<file path="src/rtl/sr_latch_driver.sv">
// Sequencer that drives an external SR latch through setup/strobe/release,
// then checks the latch feedback and reports the result with a done pulse.
module sr_latch_driver #(
    parameter int PULSE_W = 2,
    parameter int SETTLE  = 1
) (
    input  logic       clk,
    input  logic       rst,
    input  logic       cmd_valid,
    input  logic [1:0] cmd_op,
    output logic       cmd_ready,
    input  logic       q_fb,
    input  logic       qbar_fb,
    output logic       S,
    output logic       R,
    output logic       En,
    output logic       done,
    output logic [1:0] err_code,
    output logic [7:0] fail_cnt
);

    localparam logic [2:0] IDLE    = 3'd0;
    localparam logic [2:0] SETUP   = 3'd1;
    localparam logic [2:0] STROBE  = 3'd2;
    localparam logic [2:0] RELEASE = 3'd3;
    localparam logic [2:0] CHECK   = 3'd4;
    localparam logic [2:0] DONE    = 3'd5;

    localparam logic [3:0] STROBE_LAST = 4'(PULSE_W - 1);
    localparam logic [3:0] SETTLE_LAST = 4'(SETTLE - 1);

    logic [2:0] state, state_n;
    logic [3:0] cnt, cnt_n;
    logic       exp_q, exp_n;
    logic [1:0] res;
    logic       drive_n;

    always_comb begin
        state_n = state;
        cnt_n   = cnt;
        exp_n   = exp_q;
        res     = (q_fb == qbar_fb) ? 2'b10 : (q_fb != exp_q) ? 2'b01 : 2'b00;
        case (state)
            IDLE: begin
                if (cmd_valid) begin
                    state_n = SETUP;
                    case (cmd_op)
                        2'b00:   state_n = DONE;
                        2'b01:   exp_n = 1'b0;
                        2'b10:   exp_n = 1'b1;
                        default: exp_n = ~q_fb;
                    endcase
                end
            end
            SETUP: begin
                state_n = STROBE;
                cnt_n   = STROBE_LAST;
            end
            STROBE: begin
                if (cnt == 4'd0) state_n = RELEASE;
                else             cnt_n = cnt - 4'd1;
            end
            RELEASE: begin
                state_n = CHECK;
                cnt_n   = SETTLE_LAST;
            end
            CHECK: begin
                if (cnt == 4'd0) state_n = DONE;
                else             cnt_n = cnt - 4'd1;
            end
            default: state_n = IDLE;
        endcase
        drive_n = (state_n == SETUP) || (state_n == STROBE) || (state_n == RELEASE);
    end

    // Outputs are registered from the next-state decode so they line up with the state.
    always_ff @(posedge clk or posedge rst) begin
        if (rst) begin
            state     <= IDLE;
            cnt       <= 4'd0;
            exp_q     <= 1'b0;
            S         <= 1'b0;
            R         <= 1'b0;
            En        <= 1'b0;
            done      <= 1'b0;
            cmd_ready <= 1'b1;
            err_code  <= 2'b00;
            fail_cnt  <= 8'd0;
        end else begin
            state     <= state_n;
            cnt       <= cnt_n;
            exp_q     <= exp_n;
            S         <= drive_n & exp_n;
            R         <= drive_n & ~exp_n;
            En        <= (state_n == STROBE);
            done      <= (state_n == DONE);
            cmd_ready <= (state_n == IDLE);
            if (state_n == DONE) begin
                // A NOP enters DONE straight from IDLE and always reports ok.
                err_code <= (state == CHECK) ? res : 2'b00;
                if (state == CHECK && res != 2'b00 && fail_cnt != 8'hFF)
                    fail_cnt <= fail_cnt + 8'd1;
            end
        end
    end

endmodule

</file>
<file path="config.mk">
export PLATFORM = sky130hd
export DESIGN_NAME = sr_latch_driver
export DESIGN_NICKNAME = d
export VERILOG_FILES = /design/src/rtl/sr_latch_driver.sv
export SDC_FILE = /design/constraint.sdc
export NUM_CORES = 1
export LEC_CHECK = 0
export ABC_CLOCK_PERIOD_IN_PS = 6150
export CAP_MARGIN = 10
export CORE_AREA = 5 5 60 62
export DETAILED_ROUTE_END_ITERATION = 10
export DIE_AREA = 0 0 65 67
export PLACE_DENSITY = 0.73
export SLEW_MARGIN = 20
export SYNTH_ARGS = -nofsm -noshare
export SYNTH_HDL_FRONTEND = slang
export SYNTH_SLANG_ARGS = --single-unit
</file>
<file path="constraint.sdc">
create_clock -name clk -period 6.15 [get_ports clk]
set_clock_uncertainty 0.2 [all_clocks]
set_input_delay 1.845 -clock clk [delete_from_list [all_inputs] [get_ports clk]]
set_output_delay 1.845 -clock clk [all_outputs]
set_load 0.02 [all_outputs]
</file>
Fig. 1: placement density heat map
Drawn at 6 px/um. The die is cut into 6 by 7 equal tiles; white is low, dark blue is high, 0 to 100% covered.
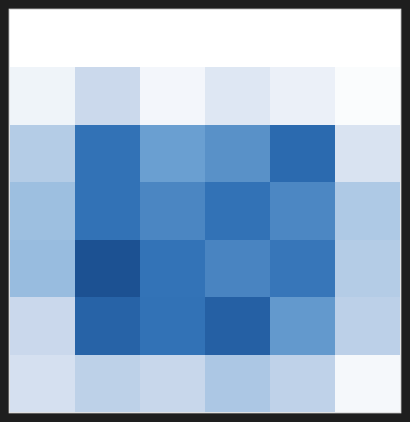
emptiest ninth of the die	top right
mean over tiles	38%
fullest tile	87%
nearly empty tiles	14%
core box area: 0.00298 sq mm
final core utilization: 56.2%
Core Util at FP: 48.5%

Fig. 2: sequential cells grouped by signal name
Drawn at 8 px/um.
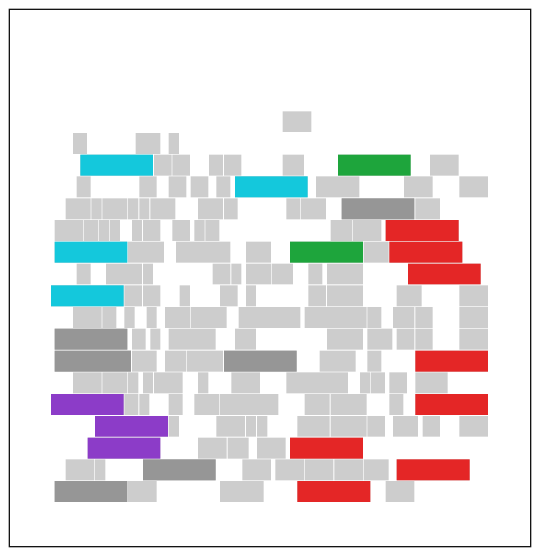
netlist name	colour	sequential cells
fail_cnt	red	8
cnt	cyan	4
state	purple	3
err_code	green	2
Flop area: 577 sq um
Flop+latch power: 272 uW
Seq/total area: 34.5%

==> Changelog: implementation <==
### Changed

* Hpwl dp at 2.12 mm
* Fin nets at 165
* Registers, synthesis at 23
* Cell with the most instances after synthesis: dfrtp_1
* Cell Int Power at 375 uW
* Run status: finished, final reports clean
* Seq cells at 23
* DRT Wirelength at between 2 and 3 mm
* Root buffer selected by CTS: clkbuf_4
* Layout Cells excl Fill at 187
* Worst endpoint required time at 6150 ps
* XOR/XNOR Area Share at approximately 6.0%
* Resize count post-CTS at 0
* Hold Path Cell Cnt at 1
* Clk latency late pin at approximately 300 ps
* # DRC at 0
* CTS Hold Bufs at 0
* Fraction of registers with async set/reset at 100%
* Core Rows at 20
* DRT Pass-1 Iters at 4
* Crit-path max cell delay at ~470 ps
* Routed wire per std cell at 14.9 um
* Synth Area in Simple Gates at a little over a quarter
* OpenROAD warnings at 27
* Largest Pwr Group: combinational logic
* Setup TNS at 0 ps
* Reg with most FFs: fail_cnt
* CP arrival at ~3600 ps
* Dpl cell area at 0.00165 sq mm
* Worst hold-check path type: register to register
* Multi-input combinational area share at a little under half
* DR top layer: met4
* Routed wl met3 at slightly above 90 um
* Finished Cell Area at ~0.0017 sq mm
* Sw Ratio at a little under half
* Leakage at a little over 0.7 nW
* Critical Path Fanout Max at 11
* Setup bufs post-CTS at 0
* Critical Path Start: cmd_valid
* Met3 Usage GRT at 3.71%
* End point of the critical path: fail_cnt[1]$_DFFE_PP0P_
* First-pass GRT wire length at 4.92 mm
* Logic area at about 800 sq um
* Max-Cap Viols at 0
* Clock Path Buffers at 2
* Initial antenna violation count at 0
* Buffers outside the clock class at 21
* Crit. End Element: register
* Clock Network Area Fraction at about 1.6%
* Via density at approximately 5.9
* Pwr Total at 683 uW
* Clock power frac at 9.9%
* GRT overflow at 0
* YS chip area at approximately 0.0014 sq mm
* Die area at approximately 0.0044 sq mm
* Largest regs: fail_cnt (8), cnt (4), state (3)
* Reg2Reg Setup Slack at 3620 ps
* Commonest cells after routing, fill and taps aside: dfrtp_1 (22), clkdlybuf4s50_1 (21), nand2_1 (8)
* Mux area share at between 2 and 3%
* Syn Area/Cell at around 11 sq um
* Buf/Inv on CP at 1
* Main flop type: dfrtp_1
* Tcrit/Tclk final at between 50 and 60%
* GR peak layer: met2
* Dominant class by area: multi-input combinational cells
* Sw Pwr at slightly above 300 uW
* CP Launch Type: input port
* Largest area contributor in the netlist: dfrtp_1
* DP Worst Slack at approximately 2200 ps
* Comb power frac at between 50% and 60%
* Signal buffers share of area at about 13%
* Hold WS at approximately 320 ps
* Worst Hold Path EP: fail_cnt[7]$_DFFE_PP0P_
* Top cells by area: dfrtp_1 (38%), nor4_2 (4.3%), xor2_1 (4.2%)
* Net count after synthesis at around 150
* CTS H-Tree Depth at 1
* GR Util met1 at 17.1%
* Count of library flops with an enable pin at 0
* Antenna Violating Nets Remaining at 0
* CP delay by family, top: simple AND/OR/NAND/NOR gates
* Via count at approximately 1100
* # IOs at 22
* Reg clk slew, reported paths at 120 ps
* # Taps at 33
* Least-Margin Pin Slew at around 860 ps
* Layout cells sized above 1 at 16.9%
* Hold Violations, Final at 0
* PnR worst setup slack at between 2000 and 3000 ps
* Clock buffers at 4
* Synth Cell Area at ~0.0014 sq mm
* RSZ-0062 raised after global routing: false
* Crit-path slowest cell: clkdlybuf4s50_1
* GRT Total Usage at 14.7%
* Ys Warns at 0
* Number of I/O port buffers at 21
* Reg2reg path depth at 6
* Crit Reg-Reg Startpoint: cnt[0]$_DFFE_PP0P_
* Fill cells at between 200 and 300
* Final setup viols at 0
* Crit Path Class: input port to register
* Slew Limit Fails at 0
* Metal1 wirelength at between 1 and 1.5 mm
* AO/OA Area Share at between 15 and 20%
* Post-synthesis sequential area ratio at about two fifths
* Gpl congestion at a little over 0.8
* Combinational power at 344 uW
* Clk sinks at 23
* Critical-path cell list: clkdlybuf4s50_1 > nor4b_2 > a31oi_2 > nor4_4 > mux2_1
* Final min period at ~3600 ps
* CTS tree: done
* Post-synth top area share at about two fifths
* Metal2 WL at 1.42 mm
* Largest register FFs at 8
* Largest net degree at the start of global routing at 24
* Number of logic gates at between 90 and 100
* Iteration-0 DRC Markers at 34
* Post-synth cell types at between 50 and 60
* HP Start: fail_cnt[7]$_DFFE_PP0P_
* Yosys cell count at 135
* Slew headroom at about 43%
* Synth-to-layout area growth at 15.8%
* Most instantiated cells after synthesis: dfrtp_1 (22), nand2_1 (8), nand3_1 (7), o21ai_0 (7), xor2_1 (7)
* Yosys adder share at under 10%
* Sequential Power Share at between 30% and 40%
* Vias in the first global route at between 1000 and 1500
* Critical path depth in cells at 5
* PwrDens at around 400 mW/mm^2
* Grt met2 use at 26.1%
* Dpl cells at between 150 and 200
* Main logic family: simple AND/OR/NAND/NOR gates
* Inverters at 9
Fig. 3: clock routing
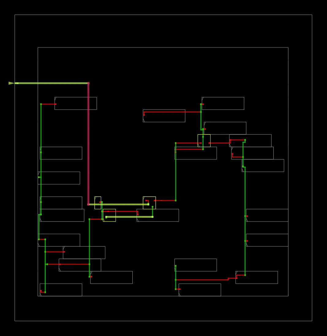
clock network power: 67.4 uW
CTS Buf Count: 3

Fig. 4: PDN straps and rails
Drawn at 6 px/um. Pins as bars on the die edge. Tap cells in grey.
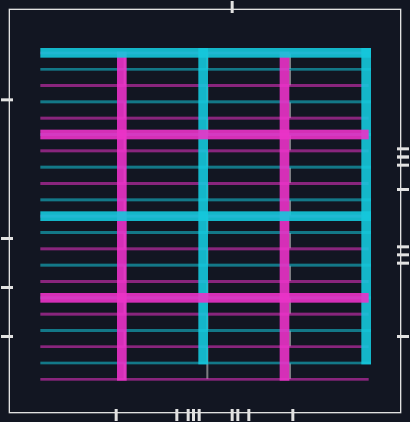
net	colour
VSS	magenta
VDD	cyan
tap cells	33
met1 rails	21
rows	20
signal pins	22
Peak VDD IR: 286 uV
die width: 65 um
Die H: 67 um

Power and IR drop assume default switching activity.
